**PDN straps and rails**

Pins as bars on the die edge. Tap cells in gray.
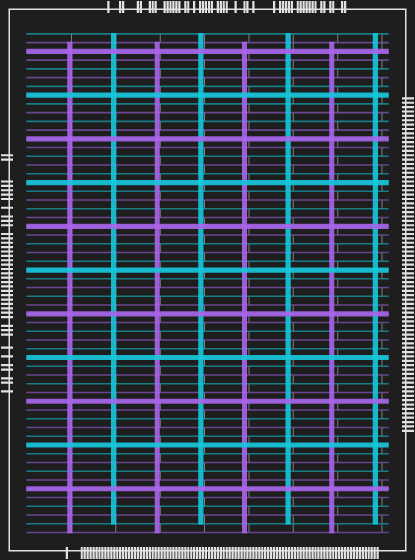
**The metal 1 layer**

Bar = 20 microns. Supply wires on this layer in gray.
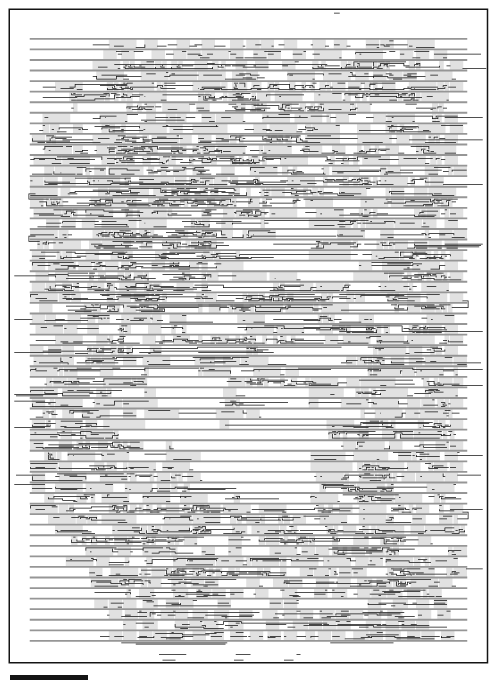
**Signal wires by layer**

Only two layers are drawn.
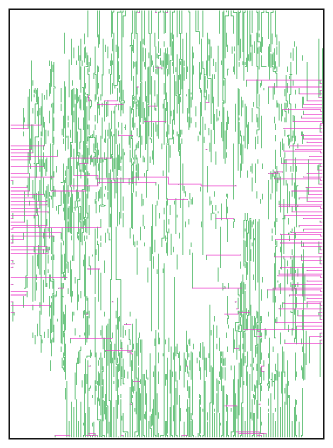
[src/rtl/stack_engine.sv]
// Stack controller: PUSH/POP/CALL/RET over a req/ack memory port.
// Returns the updated stack pointer as a one-cycle write pulse.
module stack_engine #(
   parameter logic [31:0] SP_TOP   = 32'd16,
   parameter logic [31:0] SP_LIMIT = 32'd0
) (
   input  logic        clk,
   input  logic        rst,
   input  logic        start,
   input  logic [1:0]  op,
   input  logic [31:0] sp_in,
   input  logic [31:0] push_data,
   input  logic [31:0] ret_addr,
   output logic        mem_req,
   output logic        mem_we,
   output logic [31:0] mem_addr,
   output logic [31:0] mem_wdata,
   input  logic [31:0] mem_rdata,
   input  logic        mem_ack,
   output logic [31:0] sp_out,
   output logic        sp_write,
   output logic [31:0] pop_data,
   output logic        pc_load,
   output logic        busy,
   output logic        done,
   output logic        fault
);

   localparam logic [1:0] OP_PUSH = 2'b00;
   localparam logic [1:0] OP_POP  = 2'b01;
   localparam logic [1:0] OP_CALL = 2'b10;
   localparam logic [1:0] OP_RET  = 2'b11;

   typedef enum logic [1:0] {
      IDLE,
      ACCESS,
      FINISH,
      FAULT
   } stateT;

   stateT       state;
   stateT       stateNext;
   logic [1:0]  opQ;
   logic [31:0] spNew;
   logic        isWrite;
   logic        startFault;
   logic        accept;
   logic        ackTaken;
   logic        opQWrite;

   // decode the incoming request and pick the next controller state
   always_comb begin
      stateNext  = state;
      isWrite    = (op == OP_PUSH) || (op == OP_CALL);
      startFault = isWrite ? (sp_in == SP_LIMIT)
                           : (sp_in >= SP_TOP);
      opQWrite   = (opQ == OP_PUSH) || (opQ == OP_CALL);
      accept     = 1'b0;
      ackTaken   = 1'b0;
      unique case (state)
         IDLE: begin
            if (start) begin
               accept    = ~startFault;
               stateNext = startFault ? FAULT : ACCESS;
            end
         end
         ACCESS: begin
            if (mem_ack) begin
               ackTaken  = 1'b1;
               stateNext = FINISH;
            end
         end
         FINISH:  stateNext = IDLE;
         FAULT:   stateNext = IDLE;
         default: stateNext = IDLE;
      endcase
   end

   // controller state register
   always_ff @(posedge clk) begin
      if (rst) state <= IDLE;
      else     state <= stateNext;
   end

   // registered outputs and latched transfer context
   always_ff @(posedge clk) begin
      if (rst) begin
         busy      <= 1'b0;
         mem_req   <= 1'b0;
         mem_we    <= 1'b0;
         mem_addr  <= '0;
         mem_wdata <= '0;
         done      <= 1'b0;
         sp_write  <= 1'b0;
         fault     <= 1'b0;
         pc_load   <= 1'b0;
         pop_data  <= '0;
         sp_out    <= SP_TOP;
         opQ       <= OP_PUSH;
         spNew     <= SP_TOP;
      end else begin
         busy     <= stateNext != IDLE;
         mem_req  <= stateNext == ACCESS;
         done     <= (stateNext == FINISH) ||
                     (stateNext == FAULT);
         sp_write <= stateNext == FINISH;
         fault    <= stateNext == FAULT;
         pc_load  <= (stateNext == FINISH) &&
                     (opQ == OP_RET);
         if (accept) begin
            opQ      <= op;
            mem_we   <= isWrite;
            mem_addr <= isWrite ? sp_in - 32'd1 : sp_in;
            spNew    <= isWrite ? sp_in - 32'd1
                                : sp_in + 32'd1;
            if (op == OP_CALL)
               mem_wdata <= ret_addr;
            else if (op == OP_PUSH)
               mem_wdata <= push_data;
            else
               mem_wdata <= '0;
         end
         if (ackTaken) begin
            mem_we <= 1'b0;
            sp_out <= spNew;
            if (!opQWrite)
               pop_data <= mem_rdata;
         end
      end
   end

endmodule

[config.mk]
export PLATFORM = sky130hd
export DESIGN_NAME = stack_engine
export DESIGN_NICKNAME = d
export VERILOG_FILES = /design/src/rtl/stack_engine.sv
export SDC_FILE = /design/constraint.sdc
export NUM_CORES = 1
export LEC_CHECK = 0
export CAP_MARGIN = 15
export CORE_ASPECT_RATIO = 1.4
export CORE_MARGIN = 5
export CORE_UTILIZATION = 40
export CTS_CLUSTER_DIAMETER = 150
export DETAILED_ROUTE_END_ITERATION = 8
export HOLD_SLACK_MARGIN = 0.03
export PLACE_DENSITY = 0.74
export SLEW_MARGIN = 10
export SYNTH_ARGS = -nofsm -noshare
export SYNTH_HDL_FRONTEND = slang
export SYNTH_SLANG_ARGS = --single-unit
[constraint.sdc]
create_clock -name clk -period 7.85 [get_ports clk]
set_clock_uncertainty 0.05 [all_clocks]
set_input_delay 1.1775 -clock clk [delete_from_list [all_inputs] [get_ports clk]]
set_output_delay 1.1775 -clock clk [all_outputs]
set_load 0.01 [all_outputs]
==> impl_metrics.tcl <==
# collected from the flow reports
set metrics [dict create \
    status "complete, no violations" \
    synth-main-ff-cell "dfxtp_1" \
    final_area_sq_um 10500 \
    start_kind "primary input" \
    maxSlewHeadroom_pct 31.8 \
    synth.largest_area_cell "dfxtp_1" \
    compound_area_share_pct 15.1 \
    yosys-stat-cells 850 \
    powerDensity_nw_per_um2 193 \
    rsz0062_at_grt "no" \
    hold_viol 0 \
    cts.repair.resized 0 \
    hold_ws_ns 0.398 \
    clock_sinks 171 \
    cts.clk_slew.worst_paths_ns 0.06 \
    min_path_type "flop to flop" \
    wl_met3_mm 1.50 \
    wirelength_met1_mm 8.75 \
    power.total_w 0.00203 \
    worst-path-max-fanout 45 \
    fin_ws_ns 3.48 \
    drc 0 \
    met3_usage_pct 5.17 \
    drive_gt1_share_pct 7.58 \
    tool_warnings 29 \
    synth_adder_area_share_pct 0.878 \
    grt-ovfl-total 0 \
    globalRoute.busiestLayer "met2" \
    drt_first_pass_iters 5 \
    cts_tree "built" \
    yosys_area_sq_um 7120 \
    ctsHoldBuffers 0 \
    rr_worst_depth 6 \
    ys_sh_mux_pct 5.20 \
    fmax_mhz 229 \
    rows 57 \
    routed.top_layer "met4" \
    async_flop_share_pct 0 \
    ant_nets 0 \
    io_buffers 268 \
    synthCells 850 \
    viasPerCell 5.01 \
    synthSimpleGateAreaFrac_pct 23.3 \
    arrival_ns 4.64 \
    dpl-instance-area_sq_um 9890 \
    cp-end-kind "flop" \
    worst_pin_slew_ns 1.02 \
    top_logic_kind "simple AND/OR/NAND/NOR gates" \
    cts.path.max_buffers 2 \
    gp_congestion 0.856 \
    use_met1_pct 23.9 \
    chip_area_sq_um 20600 \
    postCtsSetupBuffers 0 \
    synth.distinct_cells 55 \
    crit_chain "clkdlybuf4s50_1 > or4_1 > nor4_4 > a41o_2 > o211a_2 > buf_4 > nor2_1 > a2111oi_2" \
    root_buffer "clkbuf_16" \
    crit_slowest_cell "or4_1" \
    clk_latency_ns 0.43 \
    fp_nets 989 \
    grt_max_degree 74 \
    xor_share_pct 3.20 \
    yosysWarnings 0 \
    netlist_area_sq_um 7120 \
    fp_util_pct 40.8 \
    nets 1222 \
    path_class "primary input to flop" \
    cp_slowest_stage_delay_ns 0.71 \
    cts_buffers 17 \
    ys_seq_share_pct 48.1 \
    hold_depth 2 \
    wl_met2_mm 11.1 \
    enable_flop_cells 0 \
    most_common_cell "nand2_1" \
]
-- 'PDN straps and rails' (at the start) --
VSS -> purple
VDD -> cyan
met1 rails = 58
rows = 57
Die W: 123 microns
Core Area: 17500 sq um

-- 'the metal 1 layer' (at the start) --
nets with wire on the layer = 1112
main direction = horizontal
share of all routed wire = 40%
wire length on this layer = 8750 microns
longest straight run = 54.7 microns

-- 'signal wires by layer' (at the start) --
metal 3 -> magenta  # wire length 1500 microns
metal 2 -> green  # wire length 11100 microns
vias: 6674
wire length per cell: 16.5 microns
Tot GR Track Use: 20.9%
WL final: 22.0 mm

[cell families after synthesis]
group,after synthesis
AOI/OAI and AO/OA,182
xor gates and xnor gates,26
adders and majority gates,5
buffers and inverters,69
DFF,171
muxes,33
and+or+nand+nor,364
[cell type report]
type | instances | area [sq um]
Clock inverter | 9 | 138
Fill cell | 1600 | 6970
Timing Repair Buffer | 277 | 2760
Inverter | 6 | 22.5
Clock buffer | 22 | 464
Sequential cell | 171 | 3420
Tap cell | 236 | 295
Multi-Input combinational cell | 610 | 3410
[final timing paths]
| check | slack (ns) | endpoint | start |
|---|---|---|---|
| worst max-delay path | 3.48 | mem_we | sp_in[8] |
| worst min-delay path | 0.40 | sp_out[15] | spNew[15] |
| worst max register to register | 5.40 | pop_data[19] | state[0] |
| worst min register to register | 0.40 | sp_out[15] | spNew[15] |
[worst min-delay path, stage by stage, from the launching register on]
cell and delay (ns):
dfxtp_1 0.31, nand2_1 0.05, a21oi_1 0.05
[flip-flops by register name (all words and copies together) (netlist names)]
register,flops
pc_load,1
fault,1
state,2
done,1
pop_data,32
mem_req,1
mem_addr,32
sp_write,1
busy,1
mem_wdata,32
mem_we,1
spNew,32
sp_out,32
opQ,2
[power by group]
group | total (W) | switching [W] | internal (W) | leakage, nW
logic | 0.000256 | 0.000121 | 0.000135 | 2.11
clock network | 0.000858 | 0.000339 | 0.000518 | 0.291
registers | 0.000913 | 0.0000152 | 0.000898 | 1.39
[cells in the final DEF (no fill, tap or decap), types with 16 or more instances in the layout]
cell type          n
mux2_2            32
nand3_1           46
a21o_1            23
dfxtp_1          171
nor3_1            16
nand2_1          202
clkdlybuf4s50_1  267
a21oi_1          126
nor2_1            42
clkbuf_16         17
Power figures rest on the tool's default switching activity, not on a simulated workload.
